==> src/rtl/axis_ascon_verified_release.sv <==
// axis_ascon_verified_release: holds decrypted plaintext until its tag
// check word arrives; releases the beats on a match, discards otherwise.
module axis_ascon_verified_release #(
    parameter int aw           = 4,
    parameter bit keep_support = 1'b1,
    parameter int cnt_w        = 16
) (
    input  logic             clk,
    input  logic             resetn,
    input  logic             s_tvalid,
    output logic             s_tready,
    input  logic             s_tlast,
    input  logic [127:0]     s_tdata,
    input  logic [15:0]      s_tkeep,
    input  logic             s_tag_tvalid,
    output logic             s_tag_tready,
    input  logic [127:0]     s_tag_tdata,
    output logic             m_tvalid,
    input  logic             m_tready,
    output logic             m_tlast,
    output logic [127:0]     m_tdata,
    output logic [15:0]      m_tkeep,
    output logic             m_status_tvalid,
    input  logic             m_status_tready,
    output logic [1:0]       m_status_tdata,
    output logic [cnt_w-1:0] err_count
);
    localparam int DEPTH = 1 << aw;
    localparam logic [aw:0]      CNT_ONE = 1;
    localparam logic [aw-1:0]    RD_ONE  = 1;
    localparam logic [cnt_w-1:0] ERR_ONE = 1;

    typedef enum logic [1:0] {COLLECT, WAIT_TAG, RELEASE, STATUS} state_e;

    state_e           state_q, state_d;
    logic [aw:0]      cnt_q, cnt_d;
    logic [aw-1:0]    rd_q, rd_d;
    logic             ovf_q, ovf_d;
    logic [1:0]       status_q, status_d;
    logic [cnt_w-1:0] err_q, err_d;
    logic             mv_q, mv_d;
    logic             ml_q, ml_d;
    logic [127:0]     md_q, md_d;
    logic [15:0]      mk_q, mk_d;
    logic [144:0]     mem [DEPTH];
    logic [144:0]     rd_word;
    logic             wr_en;
    logic [15:0]      keep_in;

    assign keep_in = keep_support ? s_tkeep : 16'hFFFF;
    assign rd_word = mem[rd_q];

    always_comb begin
        state_d  = state_q;
        cnt_d    = cnt_q;
        rd_d     = rd_q;
        ovf_d    = ovf_q;
        status_d = status_q;
        err_d    = err_q;
        mv_d     = mv_q;
        ml_d     = ml_q;
        md_d     = md_q;
        mk_d     = mk_q;
        wr_en    = 1'b0;
        unique case (state_q)
            COLLECT: begin
                if (s_tvalid) begin
                    // cnt_q[aw] set means the buffer holds DEPTH beats
                    if (cnt_q[aw]) begin
                        ovf_d = 1'b1;
                    end else begin
                        wr_en = 1'b1;
                        cnt_d = cnt_q + CNT_ONE;
                    end
                    if (s_tlast) state_d = WAIT_TAG;
                end
            end
            WAIT_TAG: begin
                if (s_tag_tvalid) begin
                    if (ovf_q) begin
                        status_d = 2'd2;
                        state_d  = STATUS;
                    end else if (s_tag_tdata != '0) begin
                        status_d = 2'd1;
                        state_d  = STATUS;
                    end else begin
                        state_d = RELEASE;
                        mv_d    = 1'b1;
                        {ml_d, md_d, mk_d} = rd_word;
                        rd_d    = rd_q + RD_ONE;
                    end
                end
            end
            RELEASE: begin
                if (mv_q && m_tready) begin
                    if (ml_q) begin
                        mv_d     = 1'b0;
                        ml_d     = 1'b0;
                        status_d = 2'd0;
                        state_d  = STATUS;
                    end else begin
                        {ml_d, md_d, mk_d} = rd_word;
                        rd_d = rd_q + RD_ONE;
                    end
                end
            end
            STATUS: begin
                if (m_status_tready) begin
                    if (status_q != 2'd0 && err_q != '1) err_d = err_q + ERR_ONE;
                    cnt_d   = '0;
                    rd_d    = '0;
                    ovf_d   = 1'b0;
                    state_d = COLLECT;
                end
            end
            default: state_d = COLLECT;
        endcase
    end

    always_ff @(posedge clk or negedge resetn) begin
        if (!resetn) begin
            state_q  <= COLLECT;
            cnt_q    <= '0;
            rd_q     <= '0;
            ovf_q    <= 1'b0;
            status_q <= 2'd0;
            err_q    <= '0;
            mv_q     <= 1'b0;
            ml_q     <= 1'b0;
            md_q     <= '0;
            mk_q     <= '0;
        end else begin
            state_q  <= state_d;
            cnt_q    <= cnt_d;
            rd_q     <= rd_d;
            ovf_q    <= ovf_d;
            status_q <= status_d;
            err_q    <= err_d;
            mv_q     <= mv_d;
            ml_q     <= ml_d;
            md_q     <= md_d;
            mk_q     <= mk_d;
        end
    end

    always_ff @(posedge clk) begin
        if (wr_en) mem[cnt_q[aw-1:0]] <= {s_tlast, s_tdata, keep_in};
    end

    assign s_tready        = (state_q == COLLECT);
    assign s_tag_tready    = (state_q == WAIT_TAG);
    assign m_tvalid        = mv_q;
    assign m_tlast         = ml_q;
    assign m_tdata         = md_q;
    assign m_tkeep         = keep_support ? mk_q : 16'hFFFF;
    assign m_status_tvalid = (state_q == STATUS);
    assign m_status_tdata  = status_q;
    assign err_count       = err_q;
endmodule

==> config.mk <==
export PLATFORM = sky130hd
export DESIGN_NAME = axis_ascon_verified_release
export DESIGN_NICKNAME = d
export VERILOG_FILES = /design/src/rtl/axis_ascon_verified_release.sv
export SDC_FILE = /design/constraint.sdc
export NUM_CORES = 2
export LEC_CHECK = 0
export ABC_AREA = 1
export CAP_MARGIN = 20
export CORE_MARGIN = 1.5
export CORE_UTILIZATION = 55
export DETAILED_ROUTE_END_ITERATION = 7
export GPL_TIMING_DRIVEN = 0
export PLACE_DENSITY = 0.74
export SETUP_SLACK_MARGIN = 0.02
export SYNTH_ARGS = -nofsm -noshare
export SYNTH_HDL_FRONTEND = slang
export SYNTH_SLANG_ARGS = --single-unit
==> constraint.sdc <==
create_clock -name clk -period 10.2 [get_ports clk]
set_input_delay 2.04 -clock clk [delete_from_list [all_inputs] [get_ports clk]]
set_output_delay 2.04 -clock clk [all_outputs]
set_load 0.02 [all_outputs]
==> Flow_metrics.wiki <==
== Flow metrics ==
{| class="wikitable"
! Metric !! Value
|-
| Initial detailed-routing violation count || 10074
|-
| Antenna violations before repair || 50
|-
| Worst-skew pair later-pin latency || 890 ps
|-
| Flip-flops with a built-in enable || 2320
|-
| Hold WS || 466 ps
|-
| Critical path buffers and inverters || 1
|-
| Ordered cell list for the critical path || ha_1 -> clkdlybuf4s50_1
|-
| Overflow left after global routing || 0
|-
| Number of sinks handled by clock tree synthesis || 2496
|-
| Setup violators final || 0
|-
| Achievable Freq || 220 MHz
|-
| Router iterations before antenna repair || 6
|-
| Setup clock skew after layout || 29.0 ps
|-
| XOR/XNOR Area Share || 0.117%
|-
| Count of final hold-check violations || 0
|-
| Status || complete, no violations
|-
| Weighted congestion reported at the end of routability-driven placement || 0.876
|-
| Placed standard-cell area || 107000 µm²
|-
| First-pass GRT wire length || 423 mm
|-
| Die Span X || 424 µm
|-
| Average routed wire per standard cell || 27.1 µm
|-
| Critical path fanouts, max || 6
|-
| Power consumption || 31700 µW
|-
| Fraction of synthesis flops using an asynchronous set or reset pin || 7.05%
|-
| Path type of the worst min-delay path || flip-flop to flip-flop
|-
| Layout Utilization || 65.0%
|-
| TritonCTS clock tree || built
|-
| Maximum count of clock buffers along a single path || 3
|-
| Predominant post-synthesis flop cell || edfxtp_1
|-
| Worst-margin pin slew || 1250 ps
|-
| Clock root cell || clkbuf_16
|-
| End point of the worst hold path || m_tdata[79]
|-
| Core ar. || 176000 µm²
|-
| Unique masters post-synth || 35
|-
| Most frequent cells after synthesis || 2320 x edfxtp_1, 1458 x nor2_1, 1219 x o21ai_0
|-
| Biggest area cells || edfxtp_1 71%, o21ai_0 6.3%, nor2_1 5.6%
|-
| Top cell type's share of synthesized area || 71.4%
|-
| CTS Buf Count || 235
|-
| Startpoint of the lowest-slack hold path || m_tdata[79]
|-
| Setup repair after global routing missed its margin || false
|-
| FF-to-FF setup slack || 6560 ps
|}
tightest hold or removal path: stages (launching register included):
cell	delay, ps
dfrtp_1	340
nand2_1	50
nand2_1	40
metrics by stage:
step	instances	setup WS, ps
floorplan	7425	1030
detailed placement	10308	4840
CTS	10739	5640
global placement	10210	-5250
finish	10777	5650
global route	10758	5530
cells in the final DEF (no fill, tap or decap), types with 13 or more instances in the layout:
master,n
edfxtp_1,2320
nor2_1,1442
o21ai_0,1219
nand2_1,644
clkdlybuf4s50_1,444
nand3_1,383
clkbuf_1,354
o221ai_1,330
clkbuf_16,236
dfrtp_1,176
buf_2,165
o211ai_1,148
buf_12,81
o22ai_1,68
o21ai_1,63
clkinv_1,54
clkinv_2,41
buf_1,40
diode_2,38
inv_1,33
buf_4,21
nor2_4,16
bufinv_16,14
buf_16,13
flip-flops by register name (all words and copies together), names as in the netlist:
register / cells
cnt_q: 5
err_count: 16
m_status_tdata: 2
m_tdata: 128
m_tkeep: 16
m_tlast: 1
m_tvalid: 1
mem: 2320
ovf_q: 1
rd_q: 4
state_q: 2
kinds of logic after synthesis:
logic type	Yosys count
flops	2496
buf+inv	564
xor+xnor	13
compound gates	1836
simple gates	2506
fa+ha+maj	10
layer usage:
layer | vias up | wire, µm | global-route usage [%]
met1 | 33306 | 102000 | 40.3
met3 | 798 | 33900 | 7.32
met5 | - | 149 | 0
met2 | 4629 | 138000 | 50.9
met4 | 22 | 18100 | 18.9
li1 | 29153 | - | -
how the worst max path moves through the flow:
stage | endpoint | start
floorplan | mem[0][0] | s_tvalid
global placement | mem[11][127] | s_tvalid
detailed placement | mem[8][128] | s_tvalid
CTS | s_tag_tready | state_q[1]
global route | mem[8][1] | s_tvalid
finish | m_status_tvalid | state_q[0]
area by class of cell:
cell class,count,area share [%]
diodes,38,0.0831
plain buffers,528,2.01
clock buffers,299,5.37
clock inverters,132,0.969
inverters,36,0.118
multi-input cells,4365,18.5
flip-flops and latches,2496,64.7
well taps,2340,2.56
repair buffers,543,5.67
power by group:
group	leakage, µW	total (µW)	switching [µW]	internal (µW)
Sequential	0.0230	12200	296	11900
Clock	0.00354	8390	3780	4610
Combinational	0.0116	11100	8060	3050
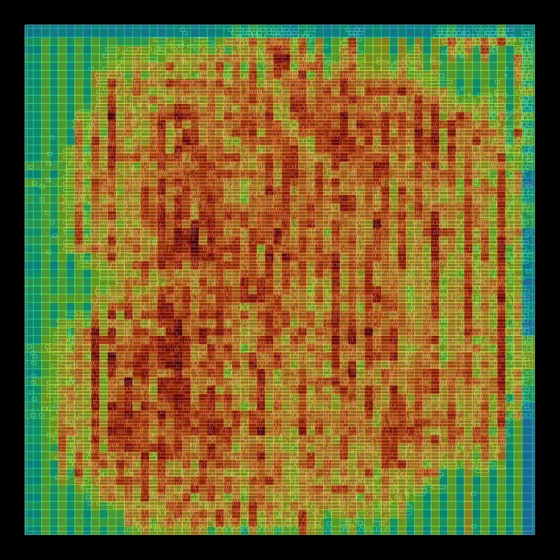
**Above:** track usage over the die.
met1 routing resource usage after global routing: 40.3%
Total Routing Usage GR: 31.9%

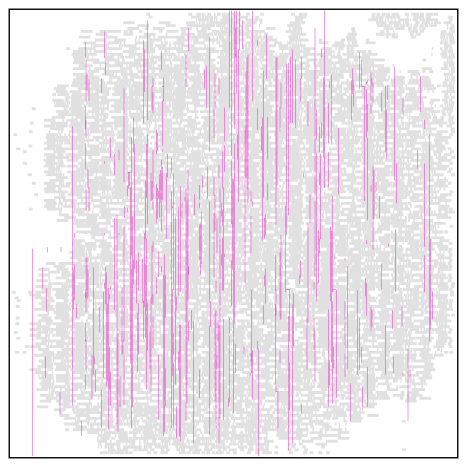
**Above:** metal 4.
wire length on this layer: 18100 µm
main direction: vertical
nets with wire on the layer: 240
longest straight run: 265 µm
share of all routed wire: 6.2%
total length of routed wires: 292 mm
number of vias after detailed routing: 67908

Power figures rest on the tool's default switching activity, not on a simulated workload.
